File: src/rtl/imem_uart_loader_pkg.sv
// -----------------------------------------------------------------------------
// imem_uart_loader_pkg
//   Shared definitions for the boot-time instruction memory loader:
//   - FSM state encoding (IDLE, HDR, DATA, CHK, DONE, ERR)
//   - header length and instruction RAM capacity helpers
//   - running checksum helper used on the payload stream
// -----------------------------------------------------------------------------
package imem_uart_loader_pkg;

  // Loader FSM encoding, kept as plain constants so legacy tools accept it.
  localparam logic [2:0] ST_IDLE = 3'd0;
  localparam logic [2:0] ST_HDR  = 3'd1;
  localparam logic [2:0] ST_DATA = 3'd2;
  localparam logic [2:0] ST_CHK  = 3'd3;
  localparam logic [2:0] ST_DONE = 3'd4;
  localparam logic [2:0] ST_ERR  = 3'd5;

  // Number of little-endian byte-count bytes leading every frame.
  localparam int unsigned LOADER_HDR_BYTES = 32'd4;

  // Default instruction RAM word-address width and matching byte capacity.
  localparam int unsigned IMEM_ADDR_WIDTH_DEF = 32'd10;
  localparam int unsigned IMEM_BYTES_DEF      = 32'd4 << IMEM_ADDR_WIDTH_DEF;

  // Byte capacity of an instruction RAM with the given word-address width.
  function automatic logic [63:0] imem_capacity_bytes(input int unsigned addr_width);
    imem_capacity_bytes = 64'd4 << addr_width;
  endfunction

  // Running XOR checksum over the payload bytes.
  function automatic logic [7:0] chk_update(input logic [7:0] chk, input logic [7:0] data_byte);
    chk_update = chk ^ data_byte;
  endfunction

endpackage

File: src/rtl/imem_uart_loader_word_packer.sv
// -----------------------------------------------------------------------------
// imem_word_packer
//   Packs payload bytes into 32-bit little-endian words and drives the
//   instruction RAM write port.
//   Ports:
//     clk, reset        system clock, synchronous active-high reset
//     start             clear buffer and word index (new load begins)
//     discard           drop a buffered partial word (load aborted)
//     byte_valid        a payload byte is accepted this cycle
//     byte_lane         lane (0..3) the byte belongs to
//     byte_data         payload byte
//     byte_last         byte is the final payload byte of the frame
//     imem_we           one-cycle write strobe, 1 cycle after the completing byte
//     imem_addr         word address, holds its value between writes
//     imem_wdata        word data, unfilled lanes zero, holds between writes
//     word_cnt          words written since start
// -----------------------------------------------------------------------------
module imem_word_packer
  import imem_uart_loader_pkg::*;
#(
  parameter int IMEM_ADDR_WIDTH = 10
) (
  input  logic                       clk,
  input  logic                       reset,
  input  logic                       start,
  input  logic                       discard,
  input  logic                       byte_valid,
  input  logic [1:0]                 byte_lane,
  input  logic [7:0]                 byte_data,
  input  logic                       byte_last,
  output logic                       imem_we,
  output logic [IMEM_ADDR_WIDTH-1:0] imem_addr,
  output logic [31:0]                imem_wdata,
  output logic [IMEM_ADDR_WIDTH:0]   word_cnt
);

  logic [31:0]                buf_q, buf_d;
  logic                       we_q, we_d;
  logic [IMEM_ADDR_WIDTH-1:0] addr_q, addr_d;
  logic [31:0]                wdata_q, wdata_d;
  // One extra bit so the count can reach the full RAM size without wrapping.
  logic [IMEM_ADDR_WIDTH:0]   word_idx_q, word_idx_d;
  logic [31:0]                buf_merged;

  // Buffer with the incoming byte placed into its lane; the buffer is always
  // zero in lanes not yet filled, so OR-ing is enough.
  always_comb begin
    buf_merged = buf_q | ({24'h000000, byte_data} << {byte_lane, 3'b000});
  end

  // Next-state logic: lane fill, word flush, and buffer clear on start/discard.
  always_comb begin
    buf_d      = buf_q;
    we_d       = 1'b0;
    addr_d     = addr_q;
    wdata_d    = wdata_q;
    word_idx_d = word_idx_q;
    if (start) begin
      buf_d      = 32'h0000_0000;
      word_idx_d = '0;
    end else if (discard) begin
      buf_d = 32'h0000_0000;
    end else if (byte_valid) begin
      if ((byte_lane == 2'd3) || byte_last) begin
        // Word registered straight into the write port; the buffer clears on
        // the same edge so a byte arriving during the write cycle starts fresh.
        we_d       = 1'b1;
        addr_d     = word_idx_q[IMEM_ADDR_WIDTH-1:0];
        wdata_d    = buf_merged;
        word_idx_d = word_idx_q + {{IMEM_ADDR_WIDTH{1'b0}}, 1'b1};
        buf_d      = 32'h0000_0000;
      end else begin
        buf_d = buf_merged;
      end
    end else begin
      buf_d = buf_q;
    end
  end

  // Packer state and write-port registers.
  always_ff @(posedge clk) begin
    if (reset) begin
      buf_q      <= 32'h0000_0000;
      we_q       <= 1'b0;
      addr_q     <= '0;
      wdata_q    <= 32'h0000_0000;
      word_idx_q <= '0;
    end else begin
      buf_q      <= buf_d;
      we_q       <= we_d;
      addr_q     <= addr_d;
      wdata_q    <= wdata_d;
      word_idx_q <= word_idx_d;
    end
  end

  assign imem_we    = we_q;
  assign imem_addr  = addr_q;
  assign imem_wdata = wdata_q;
  assign word_cnt   = word_idx_q;

endmodule

File: src/rtl/imem_uart_loader.sv
// -----------------------------------------------------------------------------
// imem_uart_loader
//   Boot-time instruction RAM loader. While load_imem is high it takes the
//   UART byte stream framed as
//     4-byte little-endian count N, N payload bytes, 1 XOR checksum byte
//   packs the payload into 32-bit words, writes them into the instruction RAM
//   and holds the CPU in reset.
//   Ports:
//     clk, reset    system clock, synchronous active-high reset
//     load_imem     level, high while the loader owns the imem write port
//     rx_valid      one-cycle strobe from the UART receiver
//     rx_data       received byte
//     imem_we       instruction RAM write enable (one cycle per word)
//     imem_addr     word address
//     imem_wdata    write data, byte0 in bits 7:0
//     cpu_hold      holds the core in reset while loading
//     load_busy     high in HDR/DATA/CHK
//     load_done     sticky, load completed with a good checksum
//     load_error    sticky, load failed (oversize, bad checksum, abort)
//     load_words    words written in the current/last load
// -----------------------------------------------------------------------------
module imem_uart_loader
  import imem_uart_loader_pkg::*;
#(
  parameter int IMEM_ADDR_WIDTH = 10,
  parameter int LEN_WIDTH       = 32
) (
  input  logic                       clk,
  input  logic                       reset,
  input  logic                       load_imem,
  input  logic                       rx_valid,
  input  logic [7:0]                 rx_data,
  output logic                       imem_we,
  output logic [IMEM_ADDR_WIDTH-1:0] imem_addr,
  output logic [31:0]                imem_wdata,
  output logic                       cpu_hold,
  output logic                       load_busy,
  output logic                       load_done,
  output logic                       load_error,
  output logic [IMEM_ADDR_WIDTH:0]   load_words
);

  // Capacity compared one bit wider than the length so it never truncates.
  localparam logic [LEN_WIDTH:0] CAP_BYTES =
    (LEN_WIDTH+1)'(imem_capacity_bytes(IMEM_ADDR_WIDTH));

  logic [2:0]           state_q, state_d;
  logic                 load_imem_q;
  logic [LEN_WIDTH-1:0] len_q, len_d;
  logic [LEN_WIDTH-1:0] byte_cnt_q, byte_cnt_d;
  logic [7:0]           chk_q, chk_d;
  logic                 cpu_hold_q, cpu_hold_d;
  logic                 load_busy_q, load_busy_d;
  logic                 load_done_q, load_done_d;
  logic                 load_error_q, load_error_d;

  logic [LEN_WIDTH-1:0] byte_cnt_inc;
  logic [LEN_WIDTH-1:0] len_hdr;
  logic                 len_over;

  logic                 pk_start;
  logic                 pk_discard;
  logic                 pk_valid;
  logic                 pk_last;

  // Header assembly: place the incoming byte into its little-endian slot and
  // evaluate the size check against the completed length.
  always_comb begin
    byte_cnt_inc = byte_cnt_q + {{(LEN_WIDTH-1){1'b0}}, 1'b1};
    len_hdr      = len_q | (LEN_WIDTH'(rx_data) << {byte_cnt_q[1:0], 3'b000});
    len_over     = ({1'b0, len_hdr} > CAP_BYTES);
  end

  // Loader FSM with checksum, header length and sticky status flags.
  always_comb begin
    state_d      = state_q;
    len_d        = len_q;
    byte_cnt_d   = byte_cnt_q;
    chk_d        = chk_q;
    cpu_hold_d   = cpu_hold_q;
    load_done_d  = load_done_q;
    load_error_d = load_error_q;
    pk_start     = 1'b0;
    pk_discard   = 1'b0;
    pk_valid     = 1'b0;
    pk_last      = 1'b0;

    case (state_q)
      ST_IDLE: begin
        cpu_hold_d = 1'b0;
        // Only a rising edge starts a load, so a stuck-high level after a
        // finished load does not restart it.
        if (load_imem && !load_imem_q) begin
          state_d      = ST_HDR;
          cpu_hold_d   = 1'b1;
          load_done_d  = 1'b0;
          load_error_d = 1'b0;
          len_d        = '0;
          byte_cnt_d   = '0;
          chk_d        = 8'h00;
          pk_start     = 1'b1;
        end else begin
          state_d = ST_IDLE;
        end
      end

      ST_HDR: begin
        if (!load_imem) begin
          state_d      = ST_IDLE;
          cpu_hold_d   = 1'b0;
          load_error_d = 1'b1;
          pk_discard   = 1'b1;
        end else if (rx_valid) begin
          len_d = len_hdr;
          if (byte_cnt_q[1:0] == 2'(LOADER_HDR_BYTES - 32'd1)) begin
            byte_cnt_d = '0;
            if (len_hdr == '0) begin
              state_d = ST_CHK;
            end else if (len_over) begin
              state_d      = ST_ERR;
              load_error_d = 1'b1;
            end else begin
              state_d = ST_DATA;
            end
          end else begin
            byte_cnt_d = byte_cnt_inc;
          end
        end else begin
          state_d = ST_HDR;
        end
      end

      ST_DATA: begin
        if (!load_imem) begin
          // Abort drops any partial word still sitting in the lane buffer.
          state_d      = ST_IDLE;
          cpu_hold_d   = 1'b0;
          load_error_d = 1'b1;
          pk_discard   = 1'b1;
        end else if (rx_valid) begin
          pk_valid   = 1'b1;
          chk_d      = chk_update(chk_q, rx_data);
          byte_cnt_d = byte_cnt_inc;
          if (byte_cnt_inc == len_q) begin
            pk_last = 1'b1;
            state_d = ST_CHK;
          end else begin
            state_d = ST_DATA;
          end
        end else begin
          state_d = ST_DATA;
        end
      end

      ST_CHK: begin
        if (!load_imem) begin
          state_d      = ST_IDLE;
          cpu_hold_d   = 1'b0;
          load_error_d = 1'b1;
          pk_discard   = 1'b1;
        end else if (rx_valid) begin
          if (rx_data == chk_q) begin
            state_d     = ST_DONE;
            load_done_d = 1'b1;
          end else begin
            state_d      = ST_ERR;
            load_error_d = 1'b1;
          end
        end else begin
          state_d = ST_CHK;
        end
      end

      ST_DONE, ST_ERR: begin
        // Core stays held until software/board drops load_imem.
        if (!load_imem) begin
          state_d    = ST_IDLE;
          cpu_hold_d = 1'b0;
        end else begin
          state_d = state_q;
        end
      end

      default: begin
        state_d    = ST_IDLE;
        cpu_hold_d = 1'b0;
      end
    endcase

    load_busy_d = (state_d == ST_HDR) || (state_d == ST_DATA) || (state_d == ST_CHK);
  end

  // FSM, header, checksum and status registers.
  always_ff @(posedge clk) begin
    if (reset) begin
      state_q      <= ST_IDLE;
      load_imem_q  <= 1'b0;
      len_q        <= '0;
      byte_cnt_q   <= '0;
      chk_q        <= 8'h00;
      cpu_hold_q   <= 1'b0;
      load_busy_q  <= 1'b0;
      load_done_q  <= 1'b0;
      load_error_q <= 1'b0;
    end else begin
      state_q      <= state_d;
      load_imem_q  <= load_imem;
      len_q        <= len_d;
      byte_cnt_q   <= byte_cnt_d;
      chk_q        <= chk_d;
      cpu_hold_q   <= cpu_hold_d;
      load_busy_q  <= load_busy_d;
      load_done_q  <= load_done_d;
      load_error_q <= load_error_d;
    end
  end

  imem_word_packer #(
    .IMEM_ADDR_WIDTH (IMEM_ADDR_WIDTH)
  ) u_packer (
    .clk        (clk),
    .reset      (reset),
    .start      (pk_start),
    .discard    (pk_discard),
    .byte_valid (pk_valid),
    .byte_lane  (byte_cnt_q[1:0]),
    .byte_data  (rx_data),
    .byte_last  (pk_last),
    .imem_we    (imem_we),
    .imem_addr  (imem_addr),
    .imem_wdata (imem_wdata),
    .word_cnt   (load_words)
  );

  assign cpu_hold   = cpu_hold_q;
  assign load_busy  = load_busy_q;
  assign load_done  = load_done_q;
  assign load_error = load_error_q;

endmodule

File: config.mk
export PLATFORM = sky130hd
export DESIGN_NAME = imem_uart_loader
export DESIGN_NICKNAME = d
export VERILOG_FILES = /design/src/rtl/imem_uart_loader_pkg.sv /design/src/rtl/imem_uart_loader_word_packer.sv /design/src/rtl/imem_uart_loader.sv
export SDC_FILE = /design/constraint.sdc
export NUM_CORES = 1
export LEC_CHECK = 0
export ABC_AREA = 1
export CORE_ASPECT_RATIO = 0.8
export CORE_MARGIN = 2
export CORE_UTILIZATION = 49
export CTS_CLUSTER_SIZE = 16
export DETAILED_ROUTE_END_ITERATION = 12
export PLACE_DENSITY = 0.78
export RECOVER_POWER = 100
export SETUP_SLACK_MARGIN = 0.2
export SLEW_MARGIN = 10
export SYNTH_ARGS = -nofsm -noshare
export SYNTH_HDL_FRONTEND = slang
export SYNTH_SLANG_ARGS = --single-unit
File: constraint.sdc
create_clock -name clk -period 4.1 [get_ports clk]
set_input_delay 0.82 -clock clk [delete_from_list [all_inputs] [get_ports clk]]
set_output_delay 0.82 -clock clk [all_outputs]
set_load 0.02 [all_outputs]
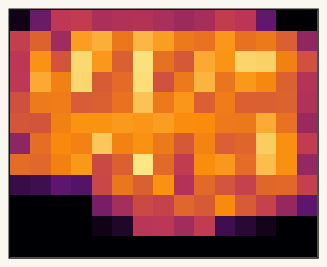
(run_1/cell_density.png)
Drawn at 2 px/um. The die is cut into 15 by 12 equal tiles; black is low, pale yellow is high, 0 to 100% covered.
The densest ninth of the die: center. The emptiest ninth of the die: lower left. 21% of the tiles are over 75% full. 15% of the tiles are nearly empty. The fullest tile reaches 95%.

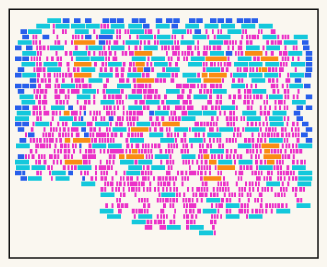
(run_1/placement_by_type.png)
Drawn at 2 px/um.
Cyan stands for sequential cells, cells 166, share of their area 34%. Orange stands for clock drivers and dummy loads, cells 32, share of their area 6.1%. Blue stands for remaining buffers and delay cells, cells 80, share of their area 7.8%. Magenta stands for combinational and other logic, cells 1140, share of their area 52%.

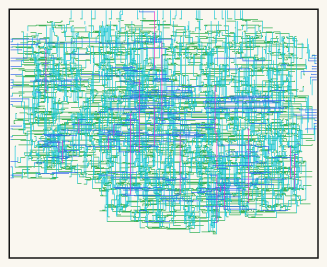
(run_1/wires.png)
Drawn at 2 px/um.
Cyan stands for metal 2, wire length 11000 um. Magenta stands for metal 4, wire length 399 um. Green stands for metal 1, wire length 10800 um. Blue stands for metal 3, wire length 2180 um.

==> reports/metrics.json, run 1 <==
{
  "grt_setup_unrepaired": "false",
  "violations": "capacitance limit, slew limit",
  "peakVddDrop_mv": 0.295,
  "max-cap-violations": 1,
  "logic_gate_count": 991,
  "log.warning_count": 26,
  "setup_slack_reg_to_reg_ns": 0.38,
  "syn_area_mm2": 0.00877,
  "floorplan.die.height_um": 124,
  "hold_path_startpoint": "load_error$_SDFFE_PP0P_",
  "vias": 9045,
  "period_needed_ns": 3.72,
  "setup.worst_path.end_class": "flip-flop",
  "slew_viol_final": 35,
  "routed_wirelength_um": 24400,
  "mostFrequentLayoutCells": "sky130_fd_sc_hd__nand2_1 (394), sky130_fd_sc_hd__nor2_1 (169), sky130_fd_sc_hd__dfxtp_1 (166)",
  "yosys_warning_total": 0,
  "timing.reg2reg.worst_path_depth": 19,
  "critical_path.max_fanout": 51,
  "layout-area-overhead-vs-synth_pct": 15.6,
  "outcome": "complete, but fails checks",
  "area.share.sequential": 0.328,
  "grt_antenna_before_repair": 0,
  "min_delay_worst_endpoint": "load_error$_SDFFE_PP0P_",
  "timing.critical_path.slowest_stage_cell": "sky130_fd_sc_hd__clkbuf_4",
  "area.combinational_mm2": 0.00460,
  "clk_pin_slew_worst_paths_ns": 0.07,
  "layout-drive-gt1-share": 0.0416,
  "worst_setup_path_end": "u_packer.imem_wdata[17]$_SDFFE_PP0P_",
  "timing.critical_path.max_delay_family": "simple AND/OR/NAND/NOR gates",
  "setup_violations": 0,
  "layout.nonclk_buf_frac": 0.0757,
  "detailed_placer_s_ending_hpwl_um": 16900,
  "finalSetupTns_ns": 0,
  "grt_pass1_wl_um": 39900,
  "largest_cell_class": "multi-input combinational cells",
  "netSwitchingPower_mw": 0.955,
  "postSynthAreaPerCell_um2": 6.39,
  "drt_pass1_iterations": 7,
  "ys_cells": 1372,
  "critical_path.startpoint_type": "flip-flop",
  "synth.comb.largest_family": "simple AND/OR/NAND/NOR gates",
  "slew_headroom": -0.0240
}
## run 1: power groups by stage
stage | sequential, mW | clock, mW | combinational (mW)
3_5_place_dp | 1.68 | 0 | 0.292
3_3_place_gp | 1.68 | 0 | 0.292
5_1_grt | 1.65 | 1.75 | 0.329
4_1_cts | 1.65 | 1.67 | 0.295
6_report | 1.65 | 1.67 | 0.297
2_1_floorplan | 1.68 | 0 | 0.203
## run 1: cell usage after synthesis
| cell type | number |
|---|---|
| sky130_fd_sc_hd__a211oi_1 | 6 |
| sky130_fd_sc_hd__a21oi_1 | 97 |
| sky130_fd_sc_hd__a311oi_1 | 1 |
| sky130_fd_sc_hd__a31oi_1 | 10 |
| sky130_fd_sc_hd__and3_1 | 1 |
| sky130_fd_sc_hd__buf_1 | 6 |
| sky130_fd_sc_hd__buf_2 | 14 |
| sky130_fd_sc_hd__buf_6 | 4 |
| sky130_fd_sc_hd__clkbuf_1 | 41 |
| sky130_fd_sc_hd__clkbuf_2 | 1 |
| sky130_fd_sc_hd__clkinv_1 | 5 |
| sky130_fd_sc_hd__dfxtp_1 | 166 |
| sky130_fd_sc_hd__ha_1 | 3 |
| sky130_fd_sc_hd__inv_1 | 141 |
| sky130_fd_sc_hd__inv_2 | 3 |
| sky130_fd_sc_hd__nand2_1 | 393 |
| sky130_fd_sc_hd__nand2_2 | 6 |
| sky130_fd_sc_hd__nand2_4 | 1 |
| sky130_fd_sc_hd__nand3_1 | 114 |
| sky130_fd_sc_hd__nand3_2 | 1 |
| sky130_fd_sc_hd__nand3b_1 | 31 |
| sky130_fd_sc_hd__nand4_1 | 15 |
| sky130_fd_sc_hd__nor2_1 | 170 |
| sky130_fd_sc_hd__nor2_2 | 2 |
| sky130_fd_sc_hd__nor2_4 | 4 |
| sky130_fd_sc_hd__nor2_8 | 1 |
| sky130_fd_sc_hd__nor3_1 | 59 |
| sky130_fd_sc_hd__nor4_1 | 2 |
| sky130_fd_sc_hd__o211a_1 | 9 |
| sky130_fd_sc_hd__o211ai_1 | 1 |
| sky130_fd_sc_hd__o21ai_0 | 42 |
| sky130_fd_sc_hd__o21ai_1 | 1 |
| sky130_fd_sc_hd__o21bai_1 | 2 |
| sky130_fd_sc_hd__or2_2 | 1 |
| sky130_fd_sc_hd__xnor2_1 | 9 |
| sky130_fd_sc_hd__xor2_1 | 9 |
## run 1: per-stage QoR
stage / power (mW) / setup slack (ns)
2_1_floorplan: 1.88 / 1.38
3_3_place_gp: 1.97 / 0.483
3_5_place_dp: 1.97 / 0.396
4_1_cts: 3.61 / 0.406
5_1_grt: 3.72 / 0.133
6_report: 3.61 / 0.377
## run 1: metal layers
layer,share of wire,GRT usage
met1,0.44,0.358
met2,0.45,0.416
met3,0.089,0.0456
met4,0.016,0.0705
met5,0,0
## run 1: repair_timing
action / CTS / global route
setup buffers: 0 / 0
gates resized: 0 / 3
setup endpoints to repair: 0 / 61
## run 1: registers in the layout (all words and copies together) (netlist names)
signal	flops
load_done	1
u_packer.buf_q	32
cpu_hold	1
u_packer.word_cnt	11
len_q	32
u_packer.imem_addr	10
u_packer.imem_we	1
load_error	1
load_busy	1
state_q	3
byte_cnt_q	32
u_packer.imem_wdata	32
load_imem_q	1
chk_q	8
==> run_1/clocks.png <==
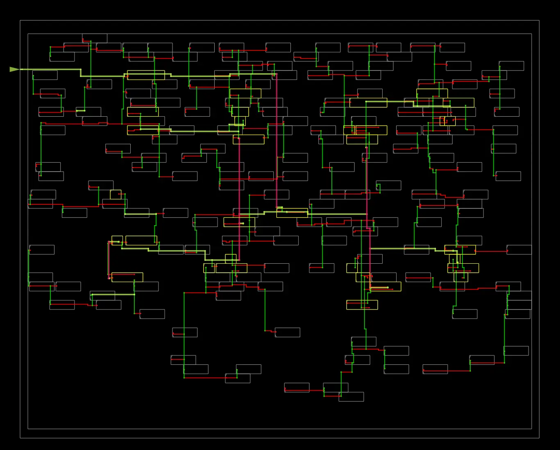

--- run 2 (diff from run 1) ---
--- a/config.mk
+++ b/config.mk
@@ -17,4 +17,5 @@
 export SLEW_MARGIN = 10
 export SYNTH_ARGS = -nofsm -noshare
 export SYNTH_HDL_FRONTEND = slang
+export SYNTH_HIERARCHICAL = 1
 export SYNTH_SLANG_ARGS = --single-unit
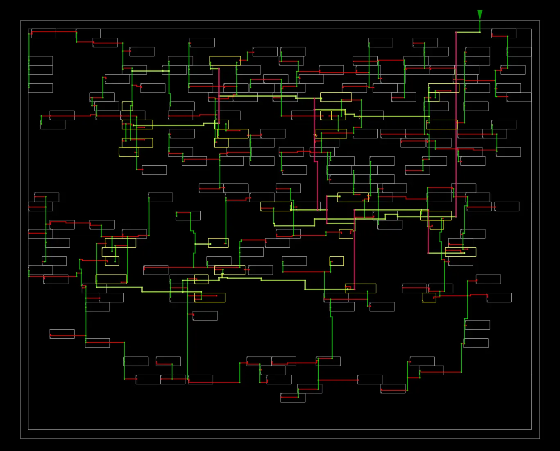
(run_2/clocks.png)
count of sequential standard cells: 166
clock buffer instance count of the final layout: 17

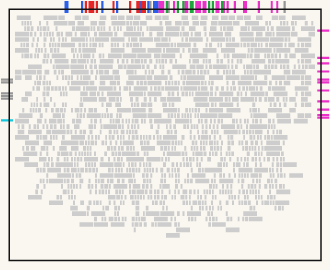
(run_2/io_placement.png)
Drawn at 2 px/um. Pins as bars across the die edge, other pins in gray.
Magenta stands for `imem_wdata`, pins 32, direction output, edge 21 top, 11 right. Red stands for `load_words`, pins 11, direction output, edge top. Green stands for `rx_data`, pins 8, direction input, edge top. Blue stands for `imem_addr`, pins 10, direction output, edge top. Cyan stands for `load_busy`, pins 1, direction output, edge left.
All pins by edge: 53 top, 11 right, 6 left.

==> run 2 against run 1 <==
  * The run still ends with capacitance limit, slew limit left
  * Via count increased by 2.3%
  * Sequential share of layout area fell by 0.56 points
  * Combinational power is 21% lower
  * Worst hold slack improved by 0.0011 ns
  * Critical path depth is 1 lower
  * Synthesized area is 2.1% higher
  * First-iteration DRC count rose by 12%
  * Global-route usage is 1.3 points higher
  * Flip-flop count stayed put
  * Sequential power barely moved
  * Count of clock-buffer cells in the layout fell by 2
  * Critical path type unchanged
  * Highest routed layer unchanged
==> reports/metrics.json, run 2 <==
{
  "outcome": {"value": "complete, but fails checks", "change": "unchanged"},
  "violations": {"value": "capacitance limit, slew limit", "change": "unchanged"},
  "mostFrequentLayoutCells": {"value": "sky130_fd_sc_hd__nand2_1 (404), sky130_fd_sc_hd__nor2_1 (179), sky130_fd_sc_hd__dfxtp_1 (166)", "change": "was sky130_fd_sc_hd__nand2_1 (394), sky130_fd_sc_hd__nor2_1 (169), sky130_fd_sc_hd__dfxtp_1 (166)"},
  "enable_flop_cells": {"value": 0, "change": "unchanged"},
  "timing.reg2reg.worst_path_depth": {"value": 18, "change": "was 19"},
  "routed_wirelength": {"value": 25800, "unit": "um", "change": "was 24400 um"},
  "grt_pass1_wl": {"value": 42300, "unit": "um", "change": "was 39900 um"},
  "grt_setup_unrepaired": {"value": "false", "change": "unchanged"},
  "finalSetupTns": {"value": 0, "unit": "ns", "change": "unchanged"},
  "max-cap-violations": {"value": 1, "change": "unchanged"},
  "slew_headroom": {"value": -0.142, "change": "was -0.0240"},
  "netSwitchingPower": {"value": 0.991, "unit": "mW", "change": "was 0.955 mW"},
  "cts_resized": {"value": 0, "change": "unchanged"},
  "postSynthAreaPerCell": {"value": 6.45, "unit": "um^2", "change": "was 6.39 um^2"},
  "period_needed": {"value": 3.69, "unit": "ns", "change": "was 3.72 ns"},
  "floorplan.die.height": {"value": 125, "unit": "um", "change": "was 124 um"},
  "timing.critical_path.slowest_stage_cell": {"value": "sky130_fd_sc_hd__buf_4", "change": "was sky130_fd_sc_hd__clkbuf_4"},
  "setup.worst_path.end_class": {"value": "flip-flop", "change": "unchanged"},
  "ys_cells": {"value": 1389, "change": "was 1372"},
  "yosys_warning_total": {"value": 6, "change": "was 0"},
  "drt_pass1_iterations": {"value": 6, "change": "was 7"},
  "clk_pin_slew_worst_paths": {"value": 0.08, "unit": "ns", "change": "was 0.07 ns"},
  "vias": {"value": 9249, "change": "was 9045"},
  "slew_viol_final": {"value": 33, "change": "was 35"},
  "yosys-top-cells-count": {"value": "sky130_fd_sc_hd__nand2_1 (402), sky130_fd_sc_hd__nor2_1 (178), sky130_fd_sc_hd__dfxtp_1 (166)", "change": "was sky130_fd_sc_hd__nand2_1 (393), sky130_fd_sc_hd__nor2_1 (170), sky130_fd_sc_hd__dfxtp_1 (166)"},
  "detailed_placer_s_ending_hpwl": {"value": 18100, "unit": "um", "change": "was 16900 um"},
  "synth.most_common_cell": {"value": "sky130_fd_sc_hd__nand2_1", "change": "unchanged"}
}
## run 2: cell count changes in the layout (fill, tap and decap cells not counted), sizes merged, moves of 6 or more
cell    before  now
a21oi       97  114
a31oi       10    3
buf          7   13
inv        151  157
nand2      400  412
nand3b      31    8
nor2       177  195
o21ai       43   76
## run 2: per-layer routing
| metal | vias up | track usage | part of all wire |
|---|---|---|---|
| met4 | 0 | 0.0795 | 0.017 |
| met5 | - | 0 | 0 |
| li1 | 4568 | - | - |
| met2 | 383 | 0.415 | 0.45 |
| met3 | 48 | 0.0574 | 0.089 |
| met1 | 4250 | 0.383 | 0.45 |
## run 2: power groups by stage
stage	sequential, mW	combinational [mW]	clock [mW]
3_3_place_gp	1.67	0.229	0
6_report	1.63	0.234	1.64
2_1_floorplan	1.67	0.148	0
4_1_cts	1.63	0.233	1.65
5_1_grt	1.63	0.253	1.73
3_5_place_dp	1.67	0.231	0
## run 2: logic make-up (layout without fill, tap and decap cells)
group | count (synthesis) | after routing | share of synthesized area
xor gates and xnor gates | 11 | 11 | 0.0108
adders and majority gates | 3 | 3 | 0.00419
and+or+nand+nor | 804 | 804 | 0.398
DFF | 166 | 166 | 0.371
AOI/OAI and AO/OA | 207 | 207 | 0.123
buffers and inverters | 198 | 264 | 0.0930
## run 2: worst max-delay path, delay by kind of cell, from the launching register on
family,cells,cell delay [ns]
AOI/OAI and AO/OA,1,0.19
buffers and inverters,3,0.68
and+or+nand+nor,14,2.30
DFF,1,0.39
## run 2: worst paths after layout
| kind | from | slack (ns) | endpoint |
|---|---|---|---|
| max | byte_cnt_q[0]$_SDFFE_PP0P_ | 0.41 | u_packer/imem_wdata[30]$_SDFFE_PP0P_ |
| min | u_packer/buf_q[20]$_SDFFE_PP0P_ | 0.45 | u_packer/buf_q[20]$_SDFFE_PP0P_ |
| max reg2reg | byte_cnt_q[0]$_SDFFE_PP0P_ | 0.41 | u_packer/imem_wdata[30]$_SDFFE_PP0P_ |
| min reg2reg | u_packer/buf_q[20]$_SDFFE_PP0P_ | 0.45 | u_packer/buf_q[20]$_SDFFE_PP0P_ |
## run 2: layout make-up
| class | instances | area, um^2 | area share |
|---|---|---|---|
| Clock buffer | 17 | 425 | 0.0412 |
| Clock inverter | 15 | 171 | 0.0166 |
| Inverter | 149 | 559 | 0.0542 |
| Multi-Input combinational cell | 1025 | 4760 | 0.462 |
| Sequential cell | 166 | 3320 | 0.322 |
| Tap cell | 230 | 288 | 0.0279 |
| Timing Repair Buffer | 83 | 783 | 0.0759 |
## run 2: per-stage QoR
step / worst slack, ns / util
global placement: 0.503 / 0.542
global route: 0.120 / 0.573
CTS: 0.559 / 0.575
floorplan: 1.32 / -
detailed placement: 0.357 / 0.542
finish: 0.407 / 0.573
==> run_2/placement_by_type.png <==
Drawn at 2 px/um.
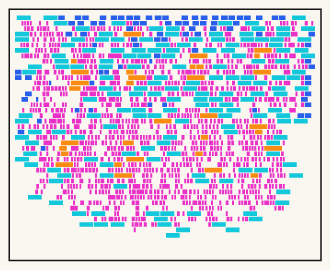

--- run 3 (diff from run 2) ---
--- a/config.mk
+++ b/config.mk
@@ -11,7 +11,7 @@
 export CORE_UTILIZATION = 49
 export CTS_CLUSTER_SIZE = 16
 export DETAILED_ROUTE_END_ITERATION = 12
-export PLACE_DENSITY = 0.78
+export PLACE_DENSITY = 0.74
 export RECOVER_POWER = 100
 export SETUP_SLACK_MARGIN = 0.2
 export SLEW_MARGIN = 10
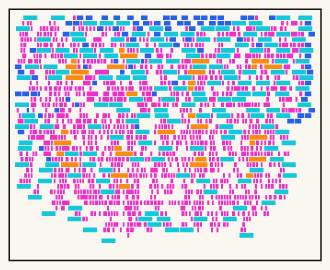
(run_3/placement_by_type.png)
Drawn at 2 px/um.
Magenta stands for combinational and other logic, cells 1174, share of their area 53%. Cyan stands for sequential cells, cells 166, share of their area 33%. Blue stands for remaining buffers and delay cells, cells 84, share of their area 7.9%. Orange stands for clock drivers and dummy loads, cells 32, share of their area 6.0%.
Seq area share: 0.321
number of rows created at floorplan: 44
final non-filler cell area: 0.0103 mm^2

==> run 3 against run 2 <==
  * The run still ends with capacitance limit, slew limit left
  * Worst hold slack better by 0.0057 ns
  * Count of clock-buffer cells in the layout stayed put
  * Sequential share of layout area fell by 0.097 points
  * Register-to-register slack improved by 0.05 ns
  * Clock power is essentially flat
  * Maximum frequency increased by 1.3%
  * Largest power group is now registers
==> reports/metrics.json, run 3 <==
{
  "met3WireLength": {"value": 2100, "unit": "um", "change": "was 2300 um"},
  "setup_violations": {"value": 0, "change": "unchanged"},
  "area.combinational": {"value": 0.00478, "unit": "mm^2", "change": "was 0.00476 mm^2"},
  "log.warning_count": {"value": 26, "change": "unchanged"},
  "slew_viol_final": {"value": 33, "change": "unchanged"},
  "mostFrequentLayoutCells": {"value": "sky130_fd_sc_hd__nand2_1 (406), sky130_fd_sc_hd__nor2_1 (179), sky130_fd_sc_hd__dfxtp_1 (166)", "change": "was sky130_fd_sc_hd__nand2_1 (404), sky130_fd_sc_hd__nor2_1 (179), sky130_fd_sc_hd__dfxtp_1 (166)"},
  "grt_pass1_wl": {"value": 42300, "unit": "um", "change": "about the same"},
  "route.top_layer_used": {"value": "met4", "change": "unchanged"},
  "yosys-top-cells-count": {"value": "sky130_fd_sc_hd__nand2_1 (402), sky130_fd_sc_hd__nor2_1 (178), sky130_fd_sc_hd__dfxtp_1 (166)", "change": "unchanged"},
  "layout-drive-gt1-share": {"value": 0.0666, "change": "was 0.0639"},
  "postSynthAreaPerCell": {"value": 6.45, "unit": "um^2", "change": "unchanged"},
  "cts_resized": {"value": 0, "change": "unchanged"},
  "syn_area": {"value": 0.00896, "unit": "mm^2", "change": "unchanged"},
  "finalSetupTns": {"value": 0, "unit": "ns", "change": "unchanged"},
  "layout-area-overhead-vs-synth": {"value": 15.5, "unit": "%", "change": "was 15.2%"},
  "regToRegEndpoint": {"value": "u_packer/imem_addr[1]$_SDFFE_PP0P_", "change": "was u_packer/imem_wdata[30]$_SDFFE_PP0P_"},
  "routed_wirelength": {"value": 26000, "unit": "um", "change": "was 25800 um"},
  "finalCoreUtilization": {"value": 0.575, "change": "was 0.573"},
  "max-cap-violations": {"value": 1, "change": "unchanged"},
  "min_delay_worst_endpoint": {"value": "u_packer/buf_q[12]$_SDFFE_PP0P_", "change": "was u_packer/buf_q[20]$_SDFFE_PP0P_"},
  "enable_flop_cells": {"value": 0, "change": "unchanged"},
  "clk_pin_slew_worst_paths": {"value": 0.07, "unit": "ns", "change": "was 0.08 ns"},
  "layout.area.seq": {"value": 0.00332, "unit": "mm^2", "change": "unchanged"},
  "outcome": {"value": "complete, but fails checks", "change": "unchanged"},
  "peakVddDrop": {"value": 0.299, "unit": "mV", "change": "was 0.327 mV"},
  "period_needed": {"value": 3.64, "unit": "ns", "change": "was 3.69 ns"},
  "worst_r2r_startpoint": {"value": "byte_cnt_q[0]$_SDFFE_PP0P_", "change": "unchanged"},
  "yosys_warning_total": {"value": 6, "change": "unchanged"},
  "grt_setup_unrepaired": {"value": "false", "change": "unchanged"},
  "critical_path.startpoint_type": {"value": "flip-flop", "change": "unchanged"},
  "violations": {"value": "capacitance limit, slew limit", "change": "unchanged"},
  "dr_wl_met2": {"value": 11400, "unit": "um", "change": "was 11500 um"},
  "m1WireLength": {"value": 11900, "unit": "um", "change": "was 11500 um"},
  "drt_pass1_iterations": {"value": 5, "change": "was 6"},
  "vias": {"value": 9207, "change": "was 9249"},
  "setup_slack_reg_to_reg": {"value": 0.46, "unit": "ns", "change": "was 0.41 ns"},
  "detailed_placer_s_ending_hpwl": {"value": 18200, "unit": "um", "change": "was 18100 um"},
  "postCtsSetupBuffers": {"value": 0, "change": "unchanged"},
  "timing.reg2reg.worst_path_depth": {"value": 20, "change": "was 18"},
  "timing.critical_path.slowest_stage_cell": {"value": "sky130_fd_sc_hd__dfxtp_1", "change": "was sky130_fd_sc_hd__buf_4"},
  "grt_antenna_before_repair": {"value": 0, "change": "unchanged"}
}
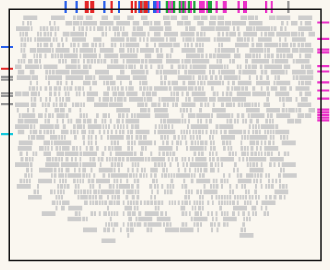
(run_3/io_placement.png)
Drawn at 2 px/um. Pins as bars across the die edge, other pins in gray.
Blue stands for `imem_addr`, pins 10, direction output, edge 9 top, 1 left. Cyan stands for `load_busy`, pins 1, direction output, edge left. Red stands for `load_words`, pins 11, direction output, edge 10 top, 1 left. Green stands for `rx_data`, pins 8, direction input, edge top. Magenta stands for `imem_wdata`, pins 32, direction output, edge 18 top, 14 right.
All pins by edge: 48 top, 14 right, 8 left.
height of the chip: 125 um
Die X: 155 um
quantity of I/O buffers inserted on ports: 69

run 3: netlist changes by cell type in the layout (fill, tap and decap cells not counted), moves of 2 or more:
cell,previous run,this run
sky130_fd_sc_hd__inv_8,10,6
sky130_fd_sc_hd__clkinv_8,2,4
sky130_fd_sc_hd__o21ai_0,71,73
sky130_fd_sc_hd__nor3_1,40,36
sky130_fd_sc_hd__o21ai_1,5,3
sky130_fd_sc_hd__inv_6,1,3
sky130_fd_sc_hd__nand2_1,404,406
sky130_fd_sc_hd__nor3_2,18,22
run 3: layer usage:
metal,track usage,up-vias
met5,0,-
met4,0.0697,0
met3,0.0605,48
met2,0.408,375
met1,0.395,4210
li1,-,4574
run 3: area by class of cell:
type / instances / area share
Tap cell: 230 / 0.0278
Timing Repair Buffer: 84 / 0.0764
Clock buffer: 17 / 0.0411
Clock inverter: 15 / 0.0171
Multi-Input combinational cell: 1025 / 0.462
Inverter: 149 / 0.0541
Sequential cell: 166 / 0.321
run 3: kinds of logic after synthesis:
| family | after synthesis | synth area share |
|---|---|---|
| simple gates | 804 | 0.398 |
| flops | 166 | 0.371 |
| fa+ha+maj | 3 | 0.00419 |
| compound gates | 207 | 0.123 |
| buf+inv | 198 | 0.0930 |
| xor+xnor | 11 | 0.0108 |
run 3: metrics by stage:
step | instances | cell area [um^2] | hold slack (ns) | power, mW | setup WS, ns
after floorplan | 1389 | 8960 | 0.430 | 1.82 | 1.32
after CTS | 1686 | 10400 | 0.455 | 3.52 | 0.561
after global placement | 1654 | 9770 | 0.437 | 1.90 | 0.531
after detailed placement | 1654 | 9770 | 0.443 | 1.91 | 0.337
after global routing | 1686 | 10300 | 0.477 | 3.61 | 0.119
final | 1686 | 10300 | 0.459 | 3.50 | 0.455
run 3: power by group through the flow:
stage,combinational [mW],sequential [mW],clock [mW]
2_1_floorplan,0.148,1.67,0
3_3_place_gp,0.232,1.67,0
3_5_place_dp,0.234,1.67,0
4_1_cts,0.236,1.63,1.65
5_1_grt,0.256,1.63,1.72
6_report,0.235,1.63,1.63
run 3: critical path, delay by kind of cell (launching register included):
| kind | cells | cell delay, ns |
|---|---|---|
| compound gates | 2 | 0.28 |
| fa+ha+maj | 1 | 0.32 |
| buf+inv | 5 | 0.57 |
| flops | 1 | 0.41 |
| simple gates | 12 | 2.00 |
run 3: worst max path at each step:
| stage | startpoint | to | slack (ns) |
|---|---|---|---|
| after floorplan | byte_cnt_q[1]$_SDFFE_PP0P_ | u_packer/imem_wdata[16]$_SDFFE_PP0P_ | 1.32 |
| after global placement | rx_valid | u_packer/imem_wdata[31]$_SDFFE_PP0P_ | 0.53 |
| after detailed placement | rx_valid | u_packer/imem_addr[1]$_SDFFE_PP0P_ | 0.34 |
| after CTS | byte_cnt_q[0]$_SDFFE_PP0P_ | u_packer/imem_addr[1]$_SDFFE_PP0P_ | 0.56 |
| after global routing | byte_cnt_q[0]$_SDFFE_PP0P_ | u_packer/imem_addr[1]$_SDFFE_PP0P_ | 0.12 |
| final | byte_cnt_q[0]$_SDFFE_PP0P_ | u_packer/imem_addr[1]$_SDFFE_PP0P_ | 0.46 |
No activity file was given, so power comes from the tool's default toggle rates.
